`config.mk`:
```
export PLATFORM = sky130hd
export DESIGN_NAME = bpu_bht
export DESIGN_NICKNAME = d
export VERILOG_FILES = /design/src/rtl/bpu_bht.sv
export SDC_FILE = /design/constraint.sdc
export NUM_CORES = 1
export LEC_CHECK = 0
export ABC_AREA = 1
export CORE_MARGIN = 1
export CORE_UTILIZATION = 41
export DETAILED_ROUTE_END_ITERATION = 7
export PLACE_DENSITY_LB_ADDON = 0.1
export SLEW_MARGIN = 15
export SYNTH_ARGS = -nofsm -noshare
export SYNTH_HDL_FRONTEND = slang
export SYNTH_SLANG_ARGS = --single-unit
```
`constraint.sdc`:
```
create_clock -name clk_i -period 6.24 [get_ports clk_i]
set_input_delay 0.624 -clock clk_i [delete_from_list [all_inputs] [get_ports clk_i]]
set_output_delay 0.624 -clock clk_i [all_outputs]
set_load 0.05 [all_outputs]
```
`src/rtl/bpu_bht.sv`:
```
// bpu_bht: branch history table on the prediction side of the branch unit.
// A single-ported table of 2-bit saturating counters serves fetch lookups,
// while resolutions from the branch unit are queued in a small update FIFO
// and trained into the table only in cycles without an accepted lookup.
// Mispredicted resolutions produce a one-cycle fetch redirect.
// Optional feature: define BPU_BHT_GSHARE_EN to XOR a global history
// register into both the lookup and the training index.
module bpu_bht #(
  parameter int XLEN      = 64,
  parameter int BHT_BITS  = 6,
  parameter int UPD_DEPTH = 4
) (
  input  logic            clk_i,
  input  logic            rst_n_i,
  input  logic            flush_i,
  input  logic            pred_valid_i,
  input  logic [XLEN-1:0] pred_pc_i,
  output logic            pred_ready_o,
  output logic            pred_valid_o,
  output logic            pred_taken_o,
  input  logic            res_valid_i,
  output logic            res_ready_o,
  input  logic [XLEN-1:0] res_pc_i,
  input  logic [XLEN-1:0] res_target_i,
  input  logic            res_taken_i,
  input  logic            res_mispredict_i,
  output logic            redirect_valid_o,
  output logic [XLEN-1:0] redirect_pc_o
);

  localparam int ENTRIES = 1 << BHT_BITS;
  localparam int PTR_W   = (UPD_DEPTH > 1) ? $clog2(UPD_DEPTH) : 1;
  localparam int CNT_W   = PTR_W + 1;

  typedef enum logic {
    ST_INIT,
    ST_RUN
  } state_t;

  state_t                state_q;
  state_t                state_d;
  logic [BHT_BITS-1:0]   init_idx_q;
  logic [BHT_BITS-1:0]   init_idx_d;

  logic                  run;
  logic                  lookup_acc;
  logic                  res_acc;
  logic [BHT_BITS-1:0]   lk_idx;
  logic [BHT_BITS-1:0]   push_idx;

  logic [BHT_BITS-1:0]   fifo_idx   [UPD_DEPTH];
  logic                  fifo_taken [UPD_DEPTH];
  logic [PTR_W-1:0]      wr_ptr_q;
  logic [PTR_W-1:0]      rd_ptr_q;
  logic [CNT_W-1:0]      count_q;
  logic                  fifo_full;
  logic                  fifo_empty;
  logic                  pop;

  logic [1:0]            bht [ENTRIES];
  logic [BHT_BITS-1:0]   head_idx;
  logic                  head_taken;
  logic [1:0]            head_ctr;
  logic [1:0]            upd_ctr;
  logic [1:0]            rd_ctr;
  logic                  tbl_we;
  logic [BHT_BITS-1:0]   tbl_waddr;
  logic [1:0]            tbl_wdata;

  // Only the index bits of the lookup PC select a counter; the rest are ignored.
  logic                  unused_pc_bits;
  assign unused_pc_bits = ^{pred_pc_i[XLEN-1:BHT_BITS+2], pred_pc_i[1:0]};

  function automatic logic [BHT_BITS-1:0] pc_idx(input logic [XLEN-1:0] pc);
    return pc[BHT_BITS+1:2];
  endfunction

  // Handshakes: both sides are held off until the table has been initialised,
  // and resolutions are refused whenever the update FIFO is full.
  assign run          = (state_q == ST_RUN);
  assign pred_ready_o = run;
  assign lookup_acc   = pred_valid_i && run;
  assign fifo_full    = (count_q == CNT_W'(UPD_DEPTH));
  assign fifo_empty   = (count_q == '0);
  assign res_ready_o  = run && !fifo_full;
  assign res_acc      = res_valid_i && res_ready_o;
  assign pop          = run && !fifo_empty && !lookup_acc;

`ifdef BPU_BHT_GSHARE_EN
  logic [BHT_BITS-1:0]   ghr;

  // Global history shifts in each accepted resolution direction.
  always_ff @(posedge clk_i) begin
    if (!rst_n_i) begin
      ghr <= '0;
    end else if (res_acc) begin
      ghr <= {ghr[BHT_BITS-2:0], res_taken_i};
    end
  end

  assign lk_idx   = pc_idx(pred_pc_i) ^ ghr;
  assign push_idx = pc_idx(res_pc_i) ^ ghr;
`else
  assign lk_idx   = pc_idx(pred_pc_i);
  assign push_idx = pc_idx(res_pc_i);
`endif

  // Next-state logic: sweep every entry once in INIT, then stay in RUN.
  always_comb begin
    state_d    = state_q;
    init_idx_d = init_idx_q;
    unique case (state_q)
      ST_INIT: begin
        init_idx_d = init_idx_q + 1'b1;
        if (init_idx_q == {BHT_BITS{1'b1}}) begin
          state_d = ST_RUN;
        end
      end
      ST_RUN: begin
        state_d = ST_RUN;
      end
      default: begin
        state_d = ST_INIT;
      end
    endcase
  end

  // FSM state and the init sweep pointer.
  always_ff @(posedge clk_i) begin
    if (!rst_n_i) begin
      state_q    <= ST_INIT;
      init_idx_q <= '0;
    end else begin
      state_q    <= state_d;
      init_idx_q <= init_idx_d;
    end
  end

  // Update FIFO pointers and occupancy; simultaneous push and pop cancel out.
  always_ff @(posedge clk_i) begin
    if (!rst_n_i) begin
      wr_ptr_q <= '0;
      rd_ptr_q <= '0;
      count_q  <= '0;
    end else begin
      if (res_acc) begin
        wr_ptr_q <= wr_ptr_q + 1'b1;
      end
      if (pop) begin
        rd_ptr_q <= rd_ptr_q + 1'b1;
      end
      unique case ({res_acc, pop})
        2'b10:   count_q <= count_q + CNT_W'(1);
        2'b01:   count_q <= count_q - CNT_W'(1);
        default: count_q <= count_q;
      endcase
    end
  end

  // Update FIFO payload storage; stale slots are never read, so no reset.
  always_ff @(posedge clk_i) begin
    if (res_acc) begin
      fifo_idx[wr_ptr_q]   <= push_idx;
      fifo_taken[wr_ptr_q] <= res_taken_i;
    end
  end

  assign head_idx   = fifo_idx[rd_ptr_q];
  assign head_taken = fifo_taken[rd_ptr_q];
  assign head_ctr   = bht[head_idx];
  assign rd_ctr     = bht[lk_idx];

  // Saturating increment or decrement of the counter at the FIFO head.
  always_comb begin
    upd_ctr = head_ctr;
    if (head_taken) begin
      if (head_ctr != 2'b11) begin
        upd_ctr = head_ctr + 2'b01;
      end
    end else begin
      if (head_ctr != 2'b00) begin
        upd_ctr = head_ctr - 2'b01;
      end
    end
  end

  // Single table write port, shared between the init sweep and FIFO training.
  always_comb begin
    tbl_we    = 1'b0;
    tbl_waddr = '0;
    tbl_wdata = 2'b01;
    if (state_q == ST_INIT) begin
      tbl_we    = 1'b1;
      tbl_waddr = init_idx_q;
      tbl_wdata = 2'b01;
    end else if (pop) begin
      tbl_we    = 1'b1;
      tbl_waddr = head_idx;
      tbl_wdata = upd_ctr;
    end
  end

  // Counter table; init sweep guarantees defined contents before RUN.
  always_ff @(posedge clk_i) begin
    if (tbl_we) begin
      bht[tbl_waddr] <= tbl_wdata;
    end
  end

  // Registered lookup result; a flush suppresses the result and keeps the old direction.
  always_ff @(posedge clk_i) begin
    if (!rst_n_i) begin
      pred_valid_o <= 1'b0;
      pred_taken_o <= 1'b0;
    end else begin
      pred_valid_o <= lookup_acc && !flush_i;
      if (lookup_acc && !flush_i) begin
        pred_taken_o <= rd_ctr[1];
      end
    end
  end

  // One-cycle redirect for mispredicted resolutions; the address holds otherwise.
  always_ff @(posedge clk_i) begin
    if (!rst_n_i) begin
      redirect_valid_o <= 1'b0;
      redirect_pc_o    <= '0;
    end else begin
      redirect_valid_o <= res_acc && res_mispredict_i;
      if (res_acc && res_mispredict_i) begin
        redirect_pc_o <= res_taken_i ? res_target_i : (res_pc_i + XLEN'(4));
      end
    end
  end

  // Occupancy can never exceed the FIFO depth.
  a_count_bound: assert property (@(posedge clk_i) disable iff (!rst_n_i)
    count_q <= CNT_W'(UPD_DEPTH));

endmodule

```
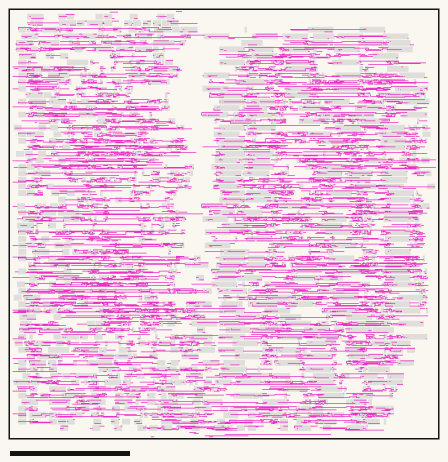
Figure 1: metal 1.
Scale bar: 50 um. Cells faint in the background.
share of all routed wire	41%
nets with wire on the layer	1776
main direction	horizontal
wire length on this layer	18000 um
longest straight run	60.3 um

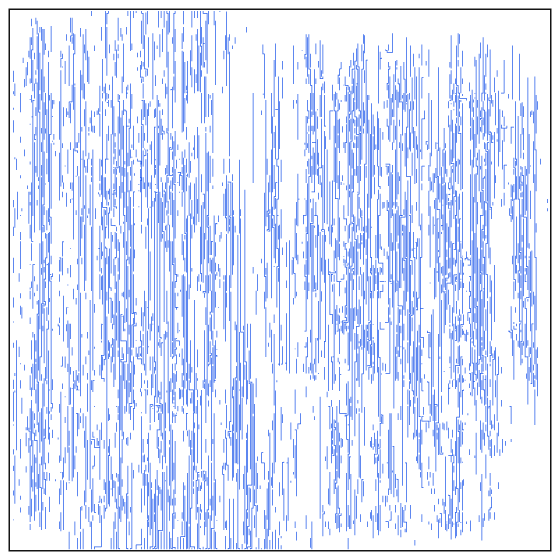
Figure 2: metal 2.
nets with wire on the layer	1538
longest straight run	75.5 um
wire length on this layer	21.3 mm
main direction	vertical
share of all routed wire	49%

==> flow_summary.yaml <==
# yosys + openroad results
outcome:
  status: "complete, no violations"
yosys:
  simple_gate_share_pct: 29.9
  common_cells: "nand2_1 (336), nand3_1 (220), nor2_1 (204), edfxtp_1 (156), inv_1 (108)"
  xor_share_pct: 1.86
  syn_inst: 1597
  ys_sh_mux_pct: 0
global_route:
  grt_pass1_wl_um: 66100
  grt_max_degree: 65
  grt_use_met3_pct: 5.22
worst_setup_path:
  crit_fanout: 64
  path_buffers: 4
  worstPathCellList: "inv_2 -> nand2_1 -> nand3_2 -> buf_4 -> nand2_2 -> buf_4 -> nand2_1 -> nand3_1 -> nand3_1 -> nand3_1 -> nand3_1 -> nand3_1 -> nand2_1 -> nand2_1 -> nand2_1 -> nor2_4 -> buf_12"
  worst_setup_path_start_kind: "register"
  critPathSlowestCell: "dfxtp_1"
pwr:
  ir_drop_mv: 0.183
  power.switching_mw: 0.828
clock_tree:
  clkLatencyLatePin_ps: 550
  cts_tree: "yes"
finish:
  largest-register: "bht"
floorplan:
  io_pins: 268
drt:
  drt-initial-drc-count: 1023
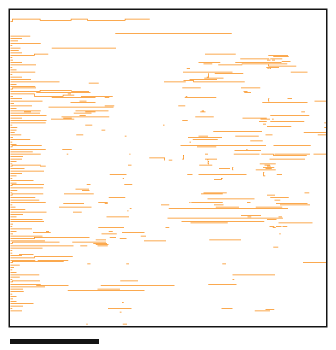
Figure 3: metal 3.
Scale bar: 50 um.
main direction	horizontal
wire length on this layer	3390 um
longest straight run	66.9 um
nets with wire on the layer	234

-- metal layers --
metal	part of all wire, %	vias up	wire length, um
met5	0.039	-	17
met4	2.1	2	935
met3	7.8	67	3390
met2	49	504	21300
met1	41	5707	18000
li1	-	5848	-
-- placed cells by master (no fill, tap or decap), types with 14 or more instances in the layout --
cell	instances
a21oi_1	103
clkbuf_16	27
clkdlybuf4s50_1	208
dfxtp_1	83
edfxtp_1	156
inv_1	108
nand2_1	335
nand3_1	218
nand4_1	23
nor2_1	203
nor3_1	35
o211ai_1	32
o21ai_0	97
o22ai_1	19
or2_2	17
xnor2_1	14
-- cell type report --
class	instances	area share, %
Sequential cell	239	39.5
Multi-Input combinational cell	1167	35.1
Timing Repair Buffer	223	13.7
Clock buffer	30	4.27
Tap cell	396	3.08
Inverter	120	2.80
Clock inverter	20	1.56
Power figures rest on the tool's default switching activity, not on a simulated workload.
